### config.mk
export PLATFORM = sky130hd
export DESIGN_NAME = text_ram_ctrl
export DESIGN_NICKNAME = d
export VERILOG_FILES = /design/src/rtl/text_ram_ctrl.sv
export SDC_FILE = /design/constraint.sdc
export NUM_CORES = 1
export LEC_CHECK = 0
export ABC_AREA = 1
export CORE_UTILIZATION = 30
export CTS_CLUSTER_SIZE = 40
export DETAILED_ROUTE_END_ITERATION = 8
export PLACE_DENSITY = 0.76
export SETUP_SLACK_MARGIN = 0.2
export SYNTH_ARGS = -nofsm -noshare
export SYNTH_HDL_FRONTEND = slang
export SYNTH_SLANG_ARGS = --single-unit
export TNS_END_PERCENT = 30
### constraint.sdc
create_clock -name clka -period 1.5 [get_ports clka]
set_clock_uncertainty 0.2 [all_clocks]
set_input_delay 0.3 -clock clka [delete_from_list [all_inputs] [get_ports clka]]
set_output_delay 0.3 -clock clka [all_outputs]
set_load 0.03 [all_outputs]
### src/rtl/text_ram_ctrl.sv
// Front-end controller for the simple-dual-port text RAM: round-robin write arbitration
// between two requesters, a full-array clear sweep, and a re-timed read-valid strobe.
module text_ram_ctrl #(
    parameter int                    RAM_WIDTH    = 39,
    parameter int                    RAM_DEPTH    = 64,
    parameter int                    ADDR_W       = 6,
    parameter logic [RAM_WIDTH-1:0]  CLEAR_WORD   = {RAM_WIDTH{1'b0}},
    parameter int                    READ_LATENCY = 2
) (
    input  logic                  clka,
    input  logic                  rstb,
    input  logic                  clear_req,
    output logic                  clear_busy,
    input  logic                  wr0_valid,
    output logic                  wr0_ready,
    input  logic [ADDR_W-1:0]     wr0_addr,
    input  logic [RAM_WIDTH-1:0]  wr0_data,
    input  logic                  wr1_valid,
    output logic                  wr1_ready,
    input  logic [ADDR_W-1:0]     wr1_addr,
    input  logic [RAM_WIDTH-1:0]  wr1_data,
    input  logic                  rd_req,
    input  logic [ADDR_W-1:0]     rd_addr,
    output logic                  rd_valid,
    output logic [RAM_WIDTH-1:0]  rd_data,
    output logic [ADDR_W-1:0]     ram_addra,
    output logic [RAM_WIDTH-1:0]  ram_dina,
    output logic                  ram_wea,
    output logic [ADDR_W-1:0]     ram_addrb,
    output logic                  ram_enb,
    output logic                  ram_regceb,
    output logic                  ram_rstb,
    input  logic [RAM_WIDTH-1:0]  ram_doutb
);

    typedef enum logic [0:0] {
        IDLE  = 1'b0,
        CLEAR = 1'b1
    } state_t;

    localparam logic [ADDR_W-1:0] LAST_ADDR = ADDR_W'(RAM_DEPTH - 1);

    state_t              state;
    logic                rr_ptr;      // 0: wr0 wins a tie, 1: wr1 wins a tie
    logic [ADDR_W-1:0]   clr_addr;
    logic                can_write;
    logic                sel0;
    logic                sel1;
    logic                wr0_fire;
    logic                wr1_fire;
    logic [READ_LATENCY-1:0] rd_pipe;

    // A pending clear request blocks writes in the same cycle so the sweep wins outright.
    assign can_write = (state == IDLE) && !clear_req;
    assign sel0      = wr0_valid && (!wr1_valid || !rr_ptr);
    assign sel1      = wr1_valid && (!wr0_valid ||  rr_ptr);
    assign wr0_ready = can_write && sel0;
    assign wr1_ready = can_write && sel1;
    assign wr0_fire  = wr0_valid && wr0_ready;
    assign wr1_fire  = wr1_valid && wr1_ready;

    // NOTE: all state below uses non-blocking assignments so every register samples
    // pre-edge values; blocking here would create order-dependent simulation results.
    always_ff @(posedge clka) begin
        if (rstb) begin
            state      <= IDLE;
            rr_ptr     <= 1'b0;
            clr_addr   <= '0;
            clear_busy <= 1'b0;
            ram_wea    <= 1'b0;
            ram_addra  <= '0;
            ram_dina   <= '0;
        end else begin
            ram_wea <= 1'b0;
            case (state)
                IDLE: begin
                    if (clear_req) begin
                        state      <= CLEAR;
                        clear_busy <= 1'b1;
                    end else if (wr0_fire) begin
                        ram_wea   <= 1'b1;
                        ram_addra <= wr0_addr;
                        ram_dina  <= wr0_data;
                        rr_ptr    <= 1'b1;
                    end else if (wr1_fire) begin
                        ram_wea   <= 1'b1;
                        ram_addra <= wr1_addr;
                        ram_dina  <= wr1_data;
                        rr_ptr    <= 1'b0;
                    end
                end
                CLEAR: begin
                    ram_wea   <= 1'b1;
                    ram_addra <= clr_addr;
                    ram_dina  <= CLEAR_WORD;
                    if (clr_addr == LAST_ADDR) begin
                        clr_addr   <= '0;
                        state      <= IDLE;
                        clear_busy <= 1'b0;
                    end else begin
                        clr_addr <= clr_addr + 1'b1;
                    end
                end
                default: state <= IDLE;
            endcase
        end
    end

    // Read requests go straight to the RAM; only the valid strobe is re-timed.
    assign ram_addrb  = rd_addr;
    assign ram_enb    = rd_req;
    assign ram_regceb = 1'b1;
    assign ram_rstb   = rstb;
    assign rd_data    = ram_doutb;
    assign rd_valid   = rd_pipe[READ_LATENCY-1];

    generate
        if (READ_LATENCY == 1) begin : g_lat1
            always_ff @(posedge clka) begin
                if (rstb) rd_pipe <= '0;
                else      rd_pipe <= rd_req;
            end
        end else begin : g_latn
            always_ff @(posedge clka) begin
                if (rstb) rd_pipe <= '0;
                else      rd_pipe <= {rd_pipe[READ_LATENCY-2:0], rd_req};
            end
        end
    endgenerate

endmodule

### Floorplan with the power grid, run 1

Scale: 4 px per µm. Pins as bars on the die edge. Tap cells in grey.
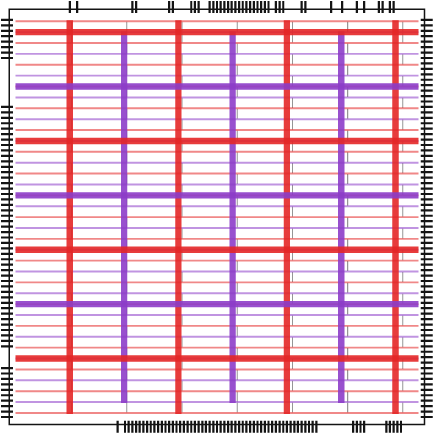
net	colour
VDD	purple
VSS	red
tap cells	133
rows	36
signal pins	239
met1 rails	37
met4 straps	7

### Placement by cell class, run 1

Scale: 4 px per µm. Fill, decap, tap and diode cells in grey.
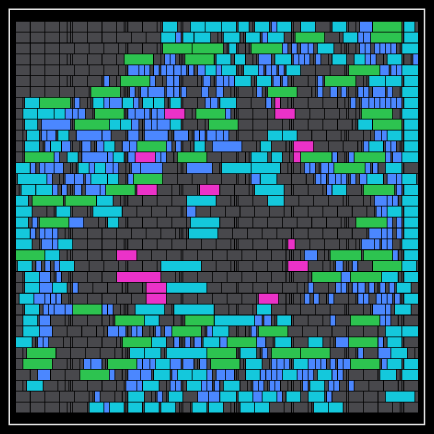
class	colour	cells	share of their area
clock drivers and dummy loads	magenta	15	3.9%
other buffers and delay cells	cyan	187	41%
flops	green	57	23%
all other logic	blue	324	32%
design area: 0.00516 mm²
cell row count: 36
Seq/total area: 0.226
Final Core Density: 0.523

==> CHANGELOG.md, run 1 <==
### Metrics

- #FFs+latches synth: 57
- Met3 usage: 0.0491
- Inst Count DP: 687
- Sw frac: 0.299
- Pwr Total: 0.00452 W
- Worst reg-to-reg path cell count: 7
- Status: finished, violations left
- Commonest flop: dfxtp_1
- Iter 0 DRT Violations: 73
- Place WS: -0.597 ns
- Antenna violations before repair: 0
- # H-tree levels: 3
- CTS tree: done
- Final Setup Violations: 46
- Mean routed wirelength per cell: 14.2 µm
- Cell Type Count: 24
- Setup TNS Final: -2.52 ns
- Critical path class: register to output port
- Clock sinks: 57
- Pwr dens: 876 mW/mm²
- Yosys stat area: 0.00309 mm²
- Share of power burned in registers: 0.375
- Fp util: 0.313
- Post-Syn Area: 0.00309 mm²
- Clock power share: 0.321
- M1 GR Usage: 0.207
- Hold-fix buffers at CTS: 0
- Floorplan net count: 595
- Nets: 721
- Final hold viol count: 0
- Yosys warning total: 0
- Die area: 0.0107 mm²
- Total track usage: 0.184
- Top sig layer: met4
- Hold Startpoint: rd_req
- Most frequent cell after synthesis: nand2_1
- R2r setup slk: -0.10 ns
- Dpl cell area: 0.00442 mm²
- Setup crit end: wr1_ready
- GR peak layer: met2
- Failing checks: negative setup slack
- Post-CTS Setup Inserts: 7
- EDFF count, synth: 0
- Met2 GRT Util: 0.326
- Routed wire length: 10100 µm
- Fin crit share: 1.12
- Core area: 0.00986 mm²
- Post-CTS sizing: 174
- Switching power: 0.00135 W
- DRT antenna net count: 0
- Die Y: 103 µm
- Met1 wire length: 4250 µm
- Worst path slowest cell: dfxtp_4
- Synth Seq Share: 0.370
- Hold depth: 3
- Worst Hold Class: primary input to register
- Crit. End Element: output port
- Main area contributors: dfxtp_1 (37%), nand2_1 (22%), buf_4 (13%)
- RSZ-0062 raised after global routing: yes
- Maximum clock path buffer count: 2
- Worst path most repeated cell: buf_6
- Min setup slack post-route: -0.185 ns
- DRC Markers: 0
- Clk_lat worst skew: 0.33 ns
- Final cell count without fillers: 716
- WHS Endpoint: rd_pipe[0]$_SDFF_PP0_
- Ys cells: 453
- Largest net degree at the start of global routing: 27
- Most area-hungry cell type in the Yosys netlist: dfxtp_1
- Int Power: 0.00317 W
- Crit path cell chain: nor2_8, nand3_4, buf_6, inv_2, buf_6
- Met3 wire length: 590 µm
- Vias per cell: 4.67
- Crit path DAT: 1.19 ns
- Worst hold slack: 0.149 ns
- MaxCap Viol Count: 0
- Tool warning count: 29
- Vias: 3341
- FFs w/ async S/R, synth: 0
- Combinational share of power: 0.304
- Max VDD drop: 0.374 mV
- Met2 WL: 5080 µm
- DP Wirelength: 6550 µm
- Clock Pin Slew Worst Setup and Hold Paths: 0.06 ns
- RD Place Congestion: 0.867
- CP Data Required Time: 1.00 ns
- Worst-path fanout max: 4
- R2R Path Start: state$_SDFF_PP0_
- Synth top cells by count: nand2_1 (183), dfxtp_1 (57), buf_4 (53)
- GR Overflow Total: 0
- Antenna cells: 0
- Highest clock rate: 593 MHz
- Layout cells sized above 1: 0.286
- Leak: 2.30 nW
- CP Launch Type: register
- Port bufs: 147
- Num ports: 239
- Total CTS buffers: 9
- Worst Setup SP: state$_SDFF_PP0_
- Area grow syn2layout: 67.1%
- Total iterations of the first detailed-routing run: 4
- CTS root buf: clkbuf_8
- Vias in the first global route: 3089
- Die W: 103 µm
- Mapped Avg Cell Area: 6.82 µm²
- Max-area cell share: 0.370
- Global-route wire length before repair: 14700 µm
### Clock distribution, run 1

Scale: 4 px per µm.
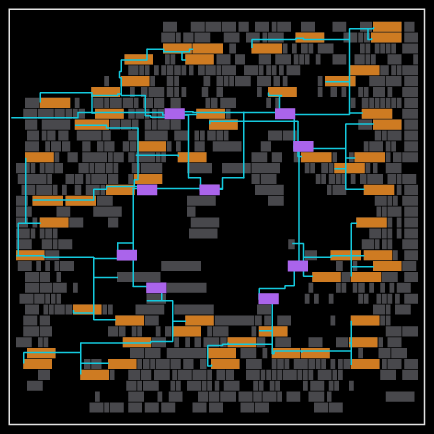
[cells driving clock nets] purple | count: 9
[clock wires] cyan | length: 875 µm
[flip-flops] orange | count: 57
routed clock nets	10

### Signal wires by layer, run 1

Scale: 4 px per µm.
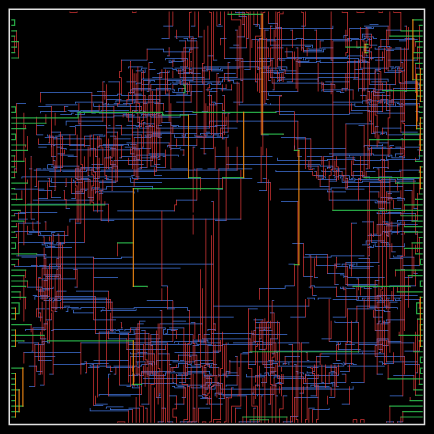
layer	colour	wire length
met1	blue	4250 µm
met3	green	591 µm
met4	orange	223 µm
met2	red	5080 µm

==> run 1: layout make-up <==
| cell class | instances | area, µm² | share of cell area |
|---|---|---|---|
| sequential | 57 | 1160 | 0.226 |
| timing repair buffer | 187 | 2040 | 0.396 |
| inverter | 36 | 144 | 0.0279 |
| clock buffer | 12 | 155 | 0.0301 |
| multi-input combinational | 288 | 1450 | 0.280 |
| tap | 133 | 166 | 0.0322 |
| clock inverter | 3 | 40.0 | 0.00776 |
==> run 1: layout by cell type, fill, tap and decap left out, drive strengths merged, types with 4 or more instances in the layout <==
cell type      count
o211ai            13
dfxtp             57
buf               93
nor2              11
a21oi             46
o21ai              6
nand2            183
nand3             16
clkbuf            12
dlygate4sd2        4
clkdlybuf4s50     90
inv               34
nand4              6
==> run 1: cell families after synthesis <==
family                     after synthesis  share of synthesized area
and+or+nand+nor                        218                      0.288
buffers and inverters                  108                      0.213
AOI/OAI and AO/OA                       66                      0.118
DFF                                     57                      0.370
xor gates and xnor gates                 2                    0.00567
adders and majority gates                1                    0.00405
other                                    1                    0.00121
==> run 1: power by group through the flow <==
stage	Sequential, W	Combinational, W	Clock, W
after floorplan	0.00186	0.000661	0
after global placement	0.00170	0.00115	0
after detailed placement	0.00170	0.00117	0
after CTS	0.00169	0.00134	0.00149
after global routing	0.00170	0.00148	0.00156
final	0.00169	0.00138	0.00145
==> run 1: worst max-delay path, delay by kind of cell (launching register included) <==
family | cells | cell delay [ns]
buffers and inverters | 3 | 0.28
and+or+nand+nor | 2 | 0.20
DFF | 1 | 0.37
==> run 1: state kept, by name, indices dropped and copies added (netlist names) <==
| register | cells |
|---|---|
| ram_wea | 1 |
| rr_ptr | 1 |
| ram_dina | 39 |
| clr_addr | 6 |
| state | 1 |
| ram_addra | 6 |
| rd_pipe | 2 |
| clear_busy | 1 |
### Routing congestion map, run 1

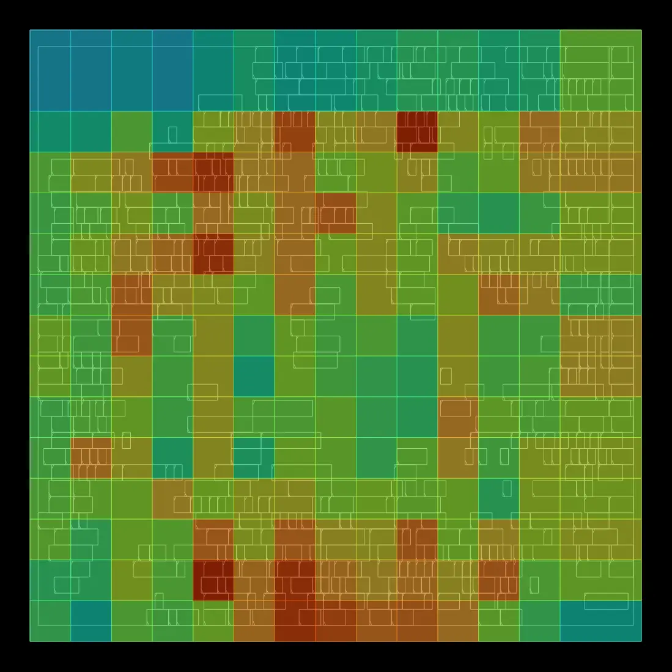

==> run 1 -> run 2 <==
--- a/config.mk
+++ b/config.mk
@@ -6,10 +6,11 @@
 export NUM_CORES = 1
 export LEC_CHECK = 0
 export ABC_AREA = 1
-export CORE_UTILIZATION = 30
+export CORE_UTILIZATION = 34
 export CTS_CLUSTER_SIZE = 40
 export DETAILED_ROUTE_END_ITERATION = 8
-export PLACE_DENSITY = 0.76
+export HOLD_SLACK_MARGIN = 0.03
+export PLACE_DENSITY = 0.82
 export SETUP_SLACK_MARGIN = 0.2
 export SYNTH_ARGS = -nofsm -noshare
 export SYNTH_HDL_FRONTEND = slang
==> constraint.sdc (replaced) <==
create_clock -name clka -period 1.79 [get_ports clka]
set_clock_uncertainty 0.2 [all_clocks]
set_input_delay 0.358 -clock clka [delete_from_list [all_inputs] [get_ports clka]]
set_output_delay 0.358 -clock clka [all_outputs]
set_load 0.03 [all_outputs]
### Routing congestion map, run 2

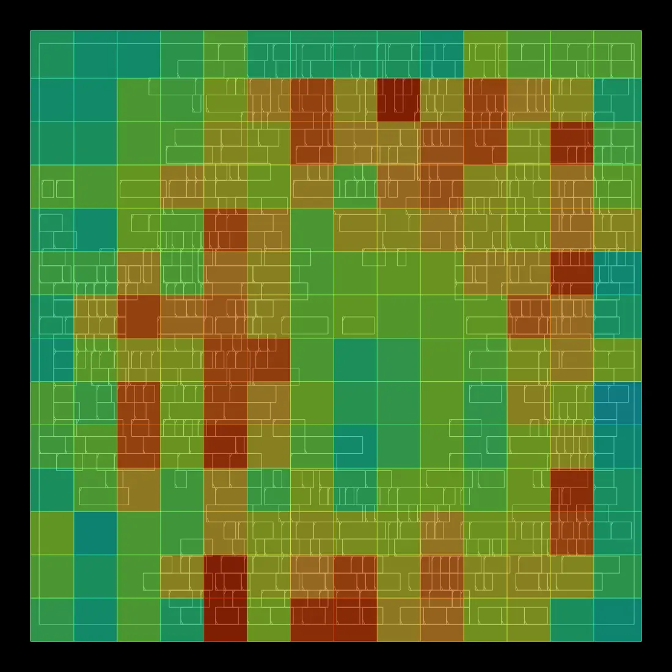
mean routed wirelength per cell: 13.8 µm
total track usage: 0.184
met2 GRT Util: 0.331
Final Core Density: 0.556

==> run 2 against run 1 <==
The run now ends clean. Sequential power fell by 17%. Flip-flop count unchanged. Clock power shrank about 10%. Combinational power down 24%. Largest cell class unchanged. Highest routed layer unchanged. Core utilization grew 3.3 points. Non-clock buffer count decreased by 9.
==> CHANGELOG.md, run 2 <==
### Metrics

- Clk_lat worst skew: 0.33 ns (about the same)
- Total iterations of the first detailed-routing run: 4 (unchanged)
- Worst path slowest cell: dfxtp_4
- R2R Path Start: rr_ptr$_SDFFE_PP0P_
- Iter 0 DRT Violations: 87 (+19%)
- Fp util: 0.352 (+0.0393)
- Clock power share: 0.338 (+0.017)
- Yosys warning total: 0 (unchanged)
- GR Overflow Total: 0 (unchanged)
- Vias: 3245 (-2.9%)
- Antenna cells: 0 (unchanged)
- Dpl cell area: 0.00435 mm² (-1.4%)
- Xor/xnor cell area share of the yosys netlist: 0.00567 (unchanged)
- Synth top cells by count: nand2_1 (183), dfxtp_1 (57), buf_4 (53)
- Int Power: 0.00262 W (-17%)
- Floorplan net count: 595 (unchanged)
- FFs w/ async S/R, synth: 0 (unchanged)
- Min setup slack post-route: 0.0835 ns (+0.269 ns)
- Leak: 2.20 nW (-4.3%)
- Nets: 712 (-1.2%)
- Largest net degree at the start of global routing: 37 (+37%)
- Inst Count DP: 654 (-4.8%)
- # H-tree levels: 3 (unchanged)
- WP depth: 4 (-1)
- Core area: 0.00876 mm² (-11%)
- Place WS: -0.346 ns (+0.251 ns)
- Status: finished clean
- M1 GR Usage: 0.199 (-0.00856)
- Area grow syn2layout: 57.8%
- Logic area: 0.00136 mm² (-6.2%)
- Most area-hungry cell type in the Yosys netlist: dfxtp_1
- Max-area cell share: 0.370 (unchanged)
- Sequential power: 0.00140 W (-17%)
- Worst reg-to-reg path cell count: 8 (+1)
- Cell Type Count: 24 (unchanged)
- Clock Pin Slew Worst Setup and Hold Paths: 0.06 ns (about the same)
- EDFF count, synth: 0 (unchanged)
- Num ports: 239 (unchanged)
- Met1 wire length: 3790 µm (-11%)
- Mux area share: 0 (unchanged)
- GR peak layer: met2
- Fin crit share: 0.953
- Pwr top: sequential cells
- Die W: 97.3 µm (-5.9%)
- Design area: 0.00487 mm² (-5.6%)
- RSZ-0062 raised after global routing: yes
- Clock group: 0.00125 W (-10%)
- DRT antenna net count: 0 (unchanged)
- Routed wire length: 9440 µm (-6.9%)
- Final Setup Violations: 0 (-100%)
- CP Launch Type: register
- Total CTS buffers: 9 (unchanged)
- Most flop-heavy register: ram_dina
- Pwr Total: 0.00369 W (-18%)
- #FFs+latches synth: 57 (unchanged)
- AND-OR/OR-AND Cells, Area Fraction: 0.118 (unchanged)
- Main area contributors: dfxtp_1 (37%), nand2_1 (22%), buf_4 (13%)
- Pwr dens: 758 mW/mm² (-13%)
- Synth Area in Simple Gates: 0.288 (unchanged)
- Worst hold slack: 0.204 ns (+0.0558 ns)
- Highest clock rate: 586 MHz
- R2r setup slk: 0.13 ns (+0.23 ns)
- Crit. End Element: output port
- Mapped Avg Cell Area: 6.82 µm² (unchanged)
- Switching power: 0.00107 W (-21%)
- Synth Seq Share: 0.370 (unchanged)
- Final cell count without fillers: 683 (-4.6%)
- Top sig layer: met4
- Ys cells: 453 (unchanged)
- Clock sinks: 57 (unchanged)
- CTS root buf: clkbuf_8
- RD Place Congestion: 0.834 (-3.8%)
- Final hold viol count: 0 (unchanged)
- Vias in the first global route: 3100 (+0.36%)
- Crit path DAT: 1.15 ns (-0.04 ns)
- Tool warning count: 28 (-3.4%)
- Max VDD drop: 0.291 mV (-22%)
- Combinational group power: 0.00105 W (-24%)
- Port bufs: 147 (unchanged)
- Layout cells sized above 1: 0.167 (-0.119)
- Cell family with most CP delay: flip-flops
- Setup TNS Final: 0 ns (+2.52 ns)
- Largest register FFs: 39 (unchanged)
- Commonest flop: dfxtp_1
- Crit path cell chain: nor2_8, nand3_4, clkinv_4, buf_6
- Cell row count: 34 (-5.6%)
- Met3 wire length: 598 µm (+1.4%)
- Combinational share of power: 0.283 (-0.021)
- Sw frac: 0.291 (-0.00867)
- Storage element area: 0.00115 mm² (-1.6%)
- Worst-path fanout max: 3 (-1)
- Most frequent cell after synthesis: nand2_1
- Worst Setup SP: state$_SDFF_PP0_
- Global-route wire length before repair: 14200 µm (-3.8%)
- Post-Syn Area: 0.00309 mm² (unchanged)
- Share of power burned in registers: 0.378 (+0.003)
- Vias per cell: 4.75 (+1.8%)
- Yosys stat area: 0.00309 mm² (unchanged)
- Most frequent logic cells in the routed design: nand2_1 (180), clkdlybuf4s50_1 (91), dfxtp_1 (55), a21oi_1 (39), inv_1 (32)
- Die area: 0.00947 mm² (-12%)
- Maximum clock path buffer count: 2 (unchanged)
- Adder Area Share: 0.00405 (unchanged)
- Main logic family: simple AND/OR/NAND/NOR gates
- Critical path class: register to output port
### Clock distribution, run 2

Scale: 4 px per µm.
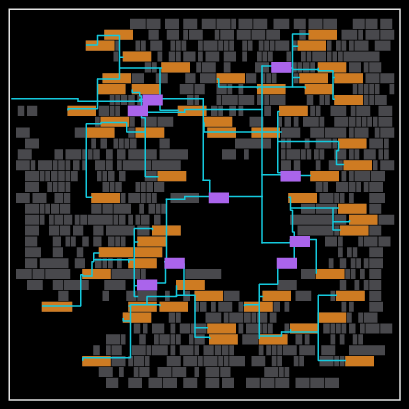
[clock wires] cyan | length: 787 µm
[flip-flops] orange | count: 57
[cells driving clock nets] purple | count: 9
routed clock nets	10
flops lie	spread over the die

[run 2: netlist changes by cell type in the layout (fill, tap and decap cells not counted), moves of 4 or more]
cell             before  now
nand2_1             170  180
buf_16                5    0
buf_12               10    6
buf_4                27   19
buf_6                50    2
clkbuf_16             0    5
dfxtp_2              16    1
dfxtp_1              40   55
clkdlybuf4s15_2       0   27
nand2_2              12    2
dlygate4sd2_1         4   24
a21oi_1              32   39
a21oi_2              14    7
[run 2: worst min path at each step]
stage / endpoint / from / slack (ns)
4_1_cts: rd_pipe[1]$_SDFF_PP0_ / rd_pipe[0]$_SDFF_PP0_ / 0.21
6_report: rd_pipe[1]$_SDFF_PP0_ / rd_pipe[0]$_SDFF_PP0_ / 0.20
5_1_grt: rd_pipe[1]$_SDFF_PP0_ / rd_pipe[0]$_SDFF_PP0_ / 0.23
3_3_place_gp: rd_pipe[1]$_SDFF_PP0_ / rd_pipe[0]$_SDFF_PP0_ / 0.19
3_5_place_dp: rd_pipe[1]$_SDFF_PP0_ / rd_pipe[0]$_SDFF_PP0_ / 0.20
2_1_floorplan: rd_pipe[1]$_SDFF_PP0_ / rd_pipe[0]$_SDFF_PP0_ / 0.19
[run 2: cell type report]
cell class	count	area share
Clock inverter	2	0.00719
Timing Repair Buffer	178	0.387
Inverter	36	0.0293
Multi-Input combinational cell	288	0.278
Tap cell	108	0.0277
Sequential cell	57	0.235
Clock buffer	14	0.0354
[run 2: cells by family after synthesis]
logic type      Yosys count
compound gates           66
xor+xnor                  2
fa+ha+maj                 1
buf+inv                 108
flops                    57
other cells               1
simple gates            218
[run 2: what timing repair did]
| action | CTS | global route |
|---|---|---|
| resized | 116 | 23 |
| setup buffers | 7 | 1 |
| cloned | 0 | 5 |
| endpoints found under the setup margin | 98 | 70 |
| hold buffers | 0 | 0 |
| pin swaps | 4 | 3 |
Power and IR drop assume default switching activity.
